## config.mk

```make
export PLATFORM = sky130hd
export DESIGN_NAME = twobit_wrap_monitor
export DESIGN_NICKNAME = d
export VERILOG_FILES = /design/src/rtl/twobit_wrap_monitor.sv
export SDC_FILE = /design/constraint.sdc
export NUM_CORES = 1
export LEC_CHECK = 0
export CELL_PAD_IN_SITES_DETAIL_PLACEMENT = 1
export CELL_PAD_IN_SITES_GLOBAL_PLACEMENT = 2
export CORE_MARGIN = 1.5
export CORE_UTILIZATION = 28
export DETAILED_ROUTE_END_ITERATION = 16
export GPL_TIMING_DRIVEN = 0
export PLACE_DENSITY_LB_ADDON = 0.1
export SETUP_SLACK_MARGIN = 0.3
export SYNTH_ARGS = -nofsm -noshare
export SYNTH_HDL_FRONTEND = slang
export SYNTH_SLANG_ARGS = --single-unit
export TNS_END_PERCENT = 1
```

## constraint.sdc

```tcl
create_clock -name clk -period 3.9 [get_ports clk]
set_clock_uncertainty 0.1 [all_clocks]
set_input_delay 0.78 -clock clk [delete_from_list [all_inputs] [get_ports clk]]
set_output_delay 0.78 -clock clk [all_outputs]
set_load 0.01 [all_outputs]
```

## src/rtl/twobit_wrap_monitor.sv

```systemverilog
// Monitors a free-running 2-bit upstream counter: counts 3->0 wraps modulo WRAP_MAX
// and flags illegal steps. Define WRAP_MON_ERRCNT_EN to add the saturating err_cnt.
module twobit_wrap_monitor #(
  parameter int WRAP_MAX = 10,
  parameter int CNT_W    = 8
) (
  input  logic             clk,
  input  logic             rst,
  input  logic             q2,
  input  logic             q1,
  input  logic             en,
  input  logic             clr_err,
  output logic [CNT_W-1:0] wrap_cnt,
  output logic             wrap_pulse,
  output logic             tc_pulse,
  output logic             seq_err,
  output logic [3:0]       err_cnt,
  output logic [1:0]       state
);

  typedef enum logic [1:0] {
    INIT  = 2'b00,
    TRACK = 2'b01,
    ERR   = 2'b10
  } state_e;

  localparam logic [CNT_W-1:0] WRAP_LAST = CNT_W'(WRAP_MAX - 1);

  state_e           state_q, state_d;
  logic [1:0]       prev_q, prev_d;
  logic [CNT_W-1:0] wrap_cnt_q, wrap_cnt_d;
  logic             wrap_pulse_q, wrap_pulse_d;
  logic             tc_pulse_q, tc_pulse_d;
  logic             seq_err_q, seq_err_d;
  logic             illegal;

  logic [1:0] cur;
  logic [1:0] prev_inc;
  assign cur      = {q2, q1};
  assign prev_inc = prev_q + 2'd1;

  always_comb begin
    // NOTE: every variable gets a default before any branch so no path leaves it
    // unassigned; otherwise synthesis infers a latch to hold the old value.
    state_d      = state_q;
    prev_d       = prev_q;
    wrap_cnt_d   = wrap_cnt_q;
    wrap_pulse_d = 1'b0;
    tc_pulse_d   = 1'b0;
    seq_err_d    = seq_err_q;
    illegal      = 1'b0;

    if (clr_err) begin
      // Clearing wins over a same-edge sample; wrap_cnt deliberately survives.
      state_d   = INIT;
      seq_err_d = 1'b0;
    end else if (en) begin
      unique case (state_q)
        INIT: begin
          prev_d  = cur;
          state_d = TRACK;
        end
        TRACK: begin
          if (cur == prev_q) begin
            // hold: legal, no effect
          end else if (cur == prev_inc) begin
            prev_d = cur;
            if (prev_q == 2'd3) begin
              wrap_pulse_d = 1'b1;
              if (wrap_cnt_q == WRAP_LAST) begin
                wrap_cnt_d = '0;
                tc_pulse_d = 1'b1;
              end else begin
                wrap_cnt_d = wrap_cnt_q + 1'b1;
              end
            end
          end else begin
            illegal   = 1'b1;
            prev_d    = cur;
            seq_err_d = 1'b1;
            state_d   = ERR;
          end
        end
        ERR: begin
          // wrap detection suspended until clr_err
        end
        default: state_d = INIT;
      endcase
    end
  end

  always_ff @(posedge clk) begin
    // NOTE: sequential state uses non-blocking assignments so every register
    // samples the pre-edge values, independent of statement order.
    if (rst) begin
      state_q      <= INIT;
      prev_q       <= 2'd0;
      wrap_cnt_q   <= '0;
      wrap_pulse_q <= 1'b0;
      tc_pulse_q   <= 1'b0;
      seq_err_q    <= 1'b0;
    end else begin
      state_q      <= state_d;
      prev_q       <= prev_d;
      wrap_cnt_q   <= wrap_cnt_d;
      wrap_pulse_q <= wrap_pulse_d;
      tc_pulse_q   <= tc_pulse_d;
      seq_err_q    <= seq_err_d;
    end
  end

`ifdef WRAP_MON_ERRCNT_EN
  logic [3:0] err_cnt_q;

  // Saturates at 15; only rst clears it, clr_err leaves the history intact.
  always_ff @(posedge clk) begin
    if (rst) begin
      err_cnt_q <= 4'd0;
    end else if (illegal && (err_cnt_q != 4'd15)) begin
      err_cnt_q <= err_cnt_q + 4'd1;
    end
  end

  assign err_cnt = err_cnt_q;
`else
  logic unused_illegal;
  assign unused_illegal = illegal;
  assign err_cnt        = 4'd0;
`endif

  assign wrap_cnt   = wrap_cnt_q;
  assign wrap_pulse = wrap_pulse_q;
  assign tc_pulse   = tc_pulse_q;
  assign seq_err    = seq_err_q;
  assign state      = state_q;

endmodule

```

run_1/layer_met2.png
(4 px per um) Cells faint in the background.
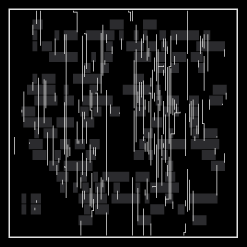
- longest straight run: 40.8 um
- main direction: vertical
- share of all routed wire: 49%
- wire length on this layer: 934 um
Via Count: 755
Post-Route WL: 1920 um
met2 track utilization from global routing: 0.243

run_1/layer_met3.png
(4 px per um)
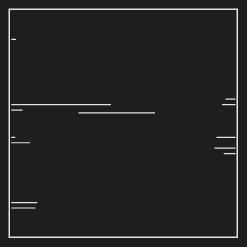
- nets with wire on the layer: 12
- main direction: horizontal
- wire length on this layer: 81.4 um
- longest straight run: 24.6 um
- share of all routed wire: 4.2%
GR Util met3: 0.0415

run_1/logic_types.png
(8 px per um)
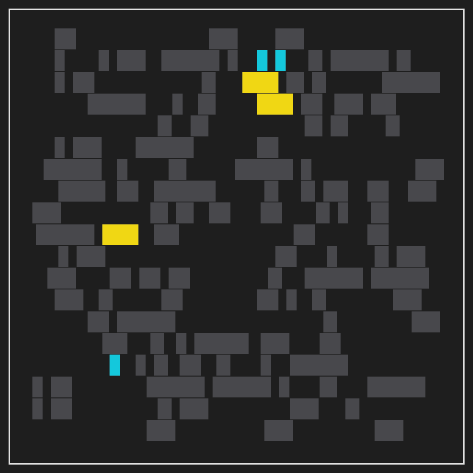
- cyan: inv cells (cells 3)
- yellow: fa/ha/maj cells (cells 3)
combinational share of cell area: 0.444
most frequently placed logic cell in the final layout: sky130_fd_sc_hd__clkdlybuf4s50_1
number of non-filler instances in the completed layout: 147

==> CHANGELOG.md, run 1 <==
### Changed

- Overall power: approximately 280 uW
- Number of flops mapped to enable cells by yosys: 0
- Clock tree buffer depth: 2
- Fraction of power consumed by combinational cells: 0.114
- Clock tree from TritonCTS: yes
- Run status: completed
- Post-Route Utilization: 0.389
- Clk Tree Root Cell: sky130_fd_sc_hd__clkbuf_4
- Cell Pwr Density: ~260 mW/mm2
- Global route total overflow: 0
- Sequential-to-total area share from yosys stat: 0.373
- Initial drt markers: 13
- Max incr delay on CP: around 0.55 ns
- Critical path buffer and inverter count: 1
- Cell family contributing the most delay on the critical path: simple AND/OR/NAND/NOR gates
- Switching fraction of total power: 0.251
- Sum of net half-perimeters after detailed placement: ~1500 um
- Vias in the first global route: approximately 800
- Yosys cell count: slightly above 90
- Fin nets: between 100 and 150
- Top cell type's share of synthesized area: 0.373
==> run 1: final timing paths <==
kind	startpoint	to	slack, ns	depth (start not counted)
worst max-delay path	en	wrap_cnt[5]	1.39	5
worst min register to register	seq_err	seq_err	0.37	2
worst max register to register	prev_q[0]	wrap_cnt[5]	1.77	5
worst min-delay path	seq_err	seq_err	0.37	2
==> run 1: metal layers <==
| layer | GRT usage | routed length [um] | up-vias |
|---|---|---|---|
| met5 | 0 | 0 | - |
| met1 | 0.176 | 885 | 358 |
| li1 | - | - | 381 |
| met2 | 0.243 | 934 | 14 |
| met4 | 0.0306 | 17 | 0 |
| met3 | 0.0415 | 81 | 2 |
==> run 1: synth_stat cells, drive strengths merged, types with 2 or more instances <==
cell type,number
dfxtp,15
a21oi,9
nand2,6
nor2,6
nand3b,5
o21ai,5
or4,5
buf,4
nand4,4
ha,3
inv,3
nand3,3
o31ai,3
and3,2
mux2i,2
nor3,2
or3,2
==> run 1: worst register-to-register path, cell delays in order (launching register included) <==
cell and delay, ns:
sky130_fd_sc_hd__dfxtp_1 0.36, sky130_fd_sc_hd__ha_1 0.35, sky130_fd_sc_hd__xnor2_1 0.33, sky130_fd_sc_hd__nand4_1 0.30, sky130_fd_sc_hd__or4_1 0.55, sky130_fd_sc_hd__o21ai_0 0.08
==> run 1: power by group through the flow <==
stage | clock [uW] | sequential (uW) | combinational (uW)
CTS | 97.0 | 157 | 32.3
detailed placement | 0 | 161 | 32.2
finish | 91.2 | 157 | 31.9
floorplan | 0 | 161 | 19.8
global placement | 0 | 161 | 31.7
global route | 102 | 158 | 36.1
==> run 1: layout make-up <==
type / instances / area [um2] / share of cell area
multi-input cells: 71 / 472 / 0.444
flip-flops and latches: 15 / 300 / 0.283
repair buffers: 18 / 180 / 0.170
well taps: 31 / 38.8 / 0.0365
plain buffers: 5 / 33.8 / 0.0318
clock buffers: 4 / 26.3 / 0.0247
inverters: 3 / 11.3 / 0.0106
==> run 1: cell families (layout without fill, tap and decap cells) <==
| family | Yosys count | count (layout) | share of synthesized area |
|---|---|---|---|
| buffers and inverters | 8 | 30 | 0.0559 |
| AOI/OAI and AO/OA | 20 | 20 | 0.143 |
| and+or+nand+nor | 40 | 40 | 0.321 |
| muxes | 2 | 2 | 0.0248 |
| xor gates and xnor gates | 2 | 2 | 0.0311 |
| other | 1 | 4 | 0.00465 |
| adders and majority gates | 3 | 3 | 0.0466 |
| DFF | 15 | 15 | 0.373 |
==> run 1: flip-flops by register name, summed over array words and instances, names as in the netlist <==
register    flops
prev_q          2
seq_err         1
state           2
tc_pulse        1
wrap_cnt        8
wrap_pulse      1
==> run 1: through the flow <==
| step | instances | setup WS, ns | hold WS, ns |
|---|---|---|---|
| after global placement | 143 | 1.11 | 0.349 |
| after detailed placement | 143 | 1.04 | 0.351 |
| final | 147 | 1.39 | 0.366 |
| after floorplan | 94 | 1.86 | 0.384 |
| after global routing | 147 | 1.24 | 0.410 |
| after CTS | 147 | 1.36 | 0.375 |
==> run 2: changes to the inputs <==
--- a/config.mk
+++ b/config.mk
@@ -8,7 +8,7 @@
 export CELL_PAD_IN_SITES_DETAIL_PLACEMENT = 1
 export CELL_PAD_IN_SITES_GLOBAL_PLACEMENT = 2
 export CORE_MARGIN = 1.5
-export CORE_UTILIZATION = 28
+export CORE_UTILIZATION = 26
 export DETAILED_ROUTE_END_ITERATION = 16
 export GPL_TIMING_DRIVEN = 0
 export PLACE_DENSITY_LB_ADDON = 0.1
==> constraint.sdc (replaced) <==
create_clock -name clk -period 2.4 [get_ports clk]
set_clock_uncertainty 0.1 [all_clocks]
set_input_delay 0.48 -clock clk [delete_from_list [all_inputs] [get_ports clk]]
set_output_delay 0.48 -clock clk [all_outputs]
set_load 0.01 [all_outputs]
run_2/layer_met2.png
(4 px per um) Cells faint in the background.
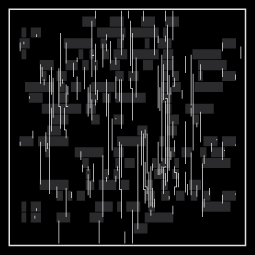
- main direction: vertical
- nets with wire on the layer: 109
- wire length on this layer: 855 um
- share of all routed wire: 45%
met2 track utilization from global routing: 0.178
Via Count: 737
Post-Route WL: 1890 um

run_2/logic_types.png
(8 px per um)
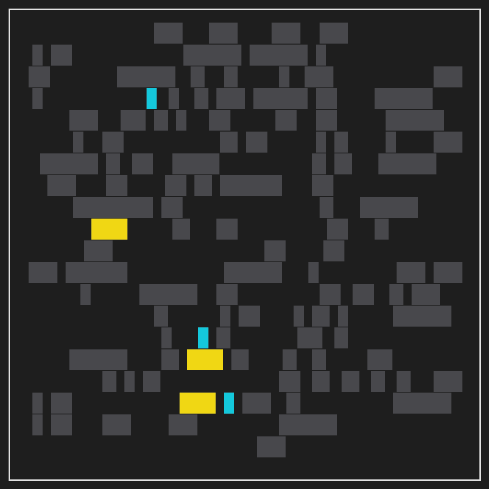
- yellow: fa/ha/maj cells (cells 3)
- cyan: inv cells (cells 3)
number of non-filler instances in the completed layout: 152
combinational share of cell area: 0.443

==> CHANGELOG.md, run 2 <==
### Changed

- Hold Worst Slack: 0.368 ns (+0.00189 ns)
- Fraction of power consumed by combinational cells: 0.125 (+0.011)
- CTS clk-pin slew, worst paths: ~0.090 ns
- Vias in the first global route: 693 (-13%)
- Clock tree buffer depth: 2 (unchanged)
- Sequential-to-total area share from yosys stat: 0.373 (unchanged)
- Yosys cell count: 91 (unchanged)
- Max reg flops: 8 (unchanged)
- R2R cell count: 5 (unchanged)
- Switching fraction of total power: 0.248 (-0.00211)
- Sum of net half-perimeters after detailed placement: 1420 um (-4.0%)
- Run status: completed
- Total of endpoints with negative setup slack in the final report: 0
- Cell family contributing the most delay on the critical path: simple AND/OR/NAND/NOR gates
- Cell with the most instances after synthesis: sky130_fd_sc_hd__dfxtp_1
- Initial drt markers: 23 (+10)
- Max incr delay on CP: 0.52 ns (-0.03 ns)
- Most frequently placed logic cell in the final layout: sky130_fd_sc_hd__clkdlybuf4s50_1
- Top cell type's share of synthesized area: 0.373 (unchanged)
- Worst reg2reg path startpoint: prev_q[0]
- Global route total overflow: 0 (unchanged)
- Critical hold path startpoint: seq_err
- Area Growth Syn to Fin: 37.4%
- First element of the critical path: en
- Endpoint with the worst hold slack: seq_err
- Register-to-register setup slack: 0.44 ns (-1.33 ns)
- Design area: about 0.0011 mm2
- Clk Tree Root Cell: sky130_fd_sc_hd__clkbuf_4
- Number of flops mapped to enable cells by yosys: 0 (unchanged)
- Cell Pwr Density: 415 mW/mm2 (+57%)
- Critical path buffer and inverter count: 1 (unchanged)
- Instance count along the most critical hold path: 2 (unchanged)
==> run 2: power groups by stage <==
stage	Clock, uW	Combinational [uW]	Sequential (uW)
finish	146	57.2	256
floorplan	0	32.1	261
detailed placement	0	52.6	262
global route	171	62.2	257
global placement	0	51.5	261
CTS	156	56.1	256
==> run 2: how the worst max path moves through the flow <==
stage | end | slack, ns | depth (start not counted)
6_report | wrap_cnt[6] | 0.37 | 5
5_1_grt | wrap_cnt[6] | 0.25 | 5
4_1_cts | wrap_cnt[5] | 0.32 | 5
3_5_place_dp | wrap_cnt[5] | -0.13 | 5
3_3_place_gp | wrap_cnt[5] | -0.09 | 5
2_1_floorplan | wrap_cnt[6] | 0.48 | 5
==> run 2: layout make-up <==
class,instances,area (um2)
fillers,361,1900
multi-input cells,71,490
flip-flops and latches,15,302
repair buffers,21,203
well taps,33,41.3
plain buffers,5,33.8
clock buffers,4,26.3
inverters,3,11.3
==> run 2: cells by family after synthesis <==
kind of cell,synth area share
flops,0.373
other cells,0.00465
simple gates,0.321
compound gates,0.143
buf+inv,0.0559
xor+xnor,0.0311
mux,0.0248
fa+ha+maj,0.0466
==> run 2: metrics by stage <==
stage	setup WS, ns	util	total power (uW)	std cells	setup TNS, ns
final	0.369	0.369	459	152	0
after global placement	-0.0870	0.346	313	145	-0.169
after detailed placement	-0.131	0.346	314	145	-0.355
after CTS	0.317	0.360	468	150	0
after floorplan	0.483	-	294	94	0
after global routing	0.253	0.369	491	152	0
==> run 2: layer usage <==
metal  part of all wire  routed length [um]  vias up  GRT usage
li1                   -                   -      387          -
met5                  0                   0        -          0
met2               0.45                 854       13      0.178
met4             0.0095                  18        0     0.0584
met3              0.038                  72        2     0.0264
met1               0.50                 947      335      0.175
==> run 2: what timing repair did <==
item / 4_1_cts / 5_1_grt
pin swaps: 0 / 3
setup buffers: 1 / 2
cloned: 0 / 0
resized: 1 / 2
setup endpoints to repair: 6 / 4
endpoints found under the hold margin: 0 / 0
hold buffers: 0 / 0
==> run 2: worst register-to-register path, stage by stage, from the launching register on <==
cell	delay, ns
sky130_fd_sc_hd__dfxtp_2	0.36
sky130_fd_sc_hd__ha_1	0.36
sky130_fd_sc_hd__xnor2_2	0.24
sky130_fd_sc_hd__nand4_4	0.19
sky130_fd_sc_hd__or4_1	0.50
sky130_fd_sc_hd__a21oi_1	0.14
==> run 3: changes to the inputs <==
==> constraint.sdc (replaced) <==
create_clock -name clk -period 2 [get_ports clk]
set_clock_uncertainty 0.1 [all_clocks]
set_input_delay 0.4 -clock clk [delete_from_list [all_inputs] [get_ports clk]]
set_output_delay 0.4 -clock clk [all_outputs]
set_load 0.01 [all_outputs]
run_3/layer_met2.png
(4 px per um) Cells faint in the background.
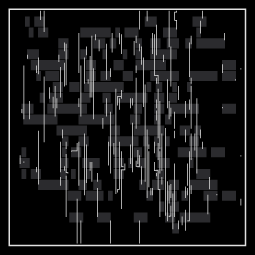
- nets with wire on the layer: 113
- longest straight run: 26.2 um
- share of all routed wire: 44%
- main direction: vertical
- wire length on this layer: 878 um
met2 track utilization from global routing: 0.210
Post-Route WL: 1980 um
Via Count: 763

run_3/layer_met3.png
(4 px per um)
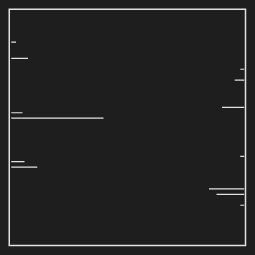
- longest straight run: 22.8 um
- wire length on this layer: 63.9 um
- share of all routed wire: 3.2%
GR Util met3: 0.0264

==> CHANGELOG.md, run 3 <==
### Changed

- Number of non-filler instances in the completed layout: 157 (+3.3%)
- Top cell type's share of synthesized area: 0.373 (unchanged)
- Yosys cell count: 91 (unchanged)
- Instance count along the most critical hold path: 2 (unchanged)
- Number of flops mapped to enable cells by yosys: 0 (unchanged)
- Most frequently placed logic cell in the final layout: sky130_fd_sc_hd__clkdlybuf4s50_1
- Area Growth Syn to Fin: 46.4%
- Run status: completed
- Sum of net half-perimeters after detailed placement: 1450 um (+2.1%)
- Drt wl/cell: roughly 13 um
- Setup tns final: 0 ns (unchanged)
- Sequential-to-total area share from yosys stat: 0.373 (unchanged)
- Clk Tree Root Cell: sky130_fd_sc_hd__clkbuf_4
- Cell Pwr Density: 479 mW/mm2 (+16%)
- Worst reg2reg path startpoint: prev_q[1]
- Critical hold path startpoint: seq_err
- Cts hold-fix bufs: 0 (unchanged)
- Initial drt markers: 21 (-8.7%)
- Max reg flops: 8 (unchanged)
- Worst slack after detailed placement: -0.403 ns (-0.271 ns)
- Number of cells after detailed placement: 145 (unchanged)
## run 3: cell count changes in the layout (fill, tap and decap cells not counted), sizes merged
cell           previous run  this run
buf                       7        12
dlygate4sd2               0         4
clkdlybuf4s50            18        14
## run 3: report_power, final
group / total [uW] / switching, uW / internal (uW) / leakage (uW)
sequential: 306 / 4.75 / 301 / 0.000127
combinational: 81.0 / 38.8 / 42.2 / 0.000271
clock: 179 / 102 / 77.3 / 0.0000150
## run 3: worst max path at each step
stage               startpoint           to  slack, ns
detailed placement          en  wrap_cnt[7]      -0.40
finish               prev_q[1]  wrap_cnt[5]       0.21
CTS                  prev_q[1]  wrap_cnt[5]       0.24
floorplan            prev_q[0]  wrap_cnt[7]       0.28
global route         prev_q[1]  wrap_cnt[0]       0.11
global placement            en  wrap_cnt[5]      -0.38
## run 3: routing by layer
| layer | routed length [um] | GRT usage | vias to the layer above |
|---|---|---|---|
| li1 | - | - | 395 |
| met1 | 1020 | 0.179 | 354 |
| met2 | 877 | 0.210 | 12 |
| met3 | 63 | 0.0264 | 2 |
| met4 | 19 | 0.0487 | 0 |
| met5 | 0 | 0 | - |
## run 3: kinds of logic (layout without fill, tap and decap cells)
family,after synthesis,after routing,share of synthesized area
adders and majority gates,3,3,0.0466
buffers and inverters,8,38,0.0559
and+or+nand+nor,40,40,0.321
xor gates and xnor gates,2,2,0.0311
muxes,2,2,0.0248
other,1,4,0.00465
DFF,15,15,0.373
AOI/OAI and AO/OA,20,20,0.143
## run 3: critical path, delay by kind of cell (launching register included)
family	cells	cell delay, ns
xor gates and xnor gates	1	0.18
and+or+nand+nor	2	0.73
DFF	1	0.37
adders and majority gates	1	0.26
AOI/OAI and AO/OA	1	0.08
## run 3: through the flow
stage | hold slack [ns] | power (uW) | utilization | instance area (um2)
floorplan | 0.379 | 362 | - | 853
global placement | 0.345 | 387 | 0.358 | 1070
detailed placement | 0.355 | 388 | 0.358 | 1070
CTS | 0.381 | 572 | 0.393 | 1180
global route | 0.396 | 599 | 0.393 | 1180
finish | 0.368 | 566 | 0.393 | 1180
## run 3: what timing repair did
action,CTS,global route
pin swaps,11,1
gates cloned,0,0
setup endpoints to repair,19,20
resized,15,0
buffers inserted,8,0
## run 3: area by class of cell
class / instances / area [um2]
buffer: 5 / 33.8
clock buffer: 4 / 26.3
fill: 363 / 1820
inverter: 3 / 11.3
multi-input combinational: 71 / 514
sequential: 15 / 318
tap: 33 / 41.3
timing repair buffer: 26 / 235

## Gallery

Track usage over the die.
image #1
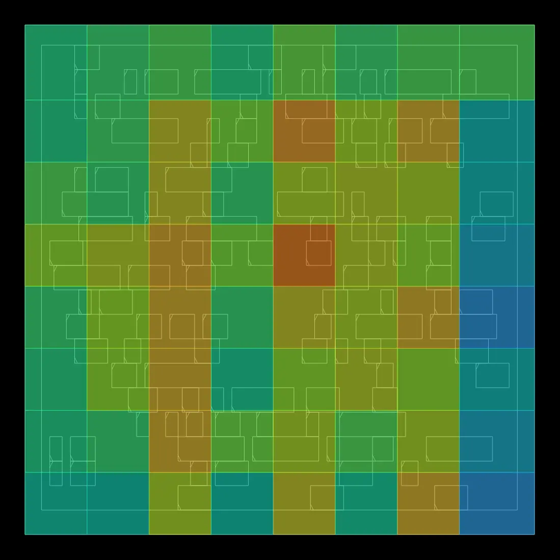
image #2
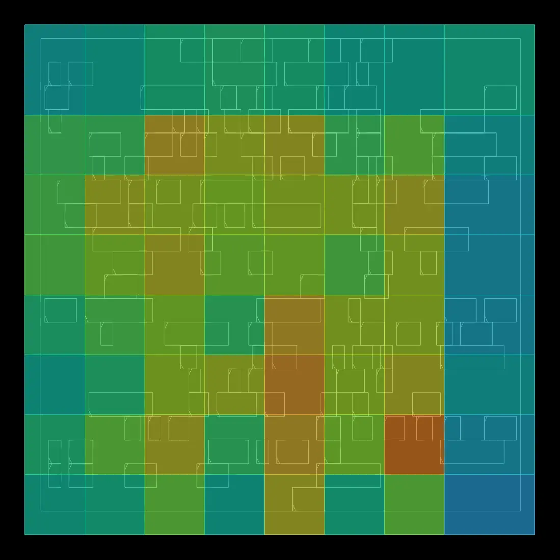
Image #1 is run 1.
Image #2 is run 2.

Power is estimated from default activity; no workload was simulated.
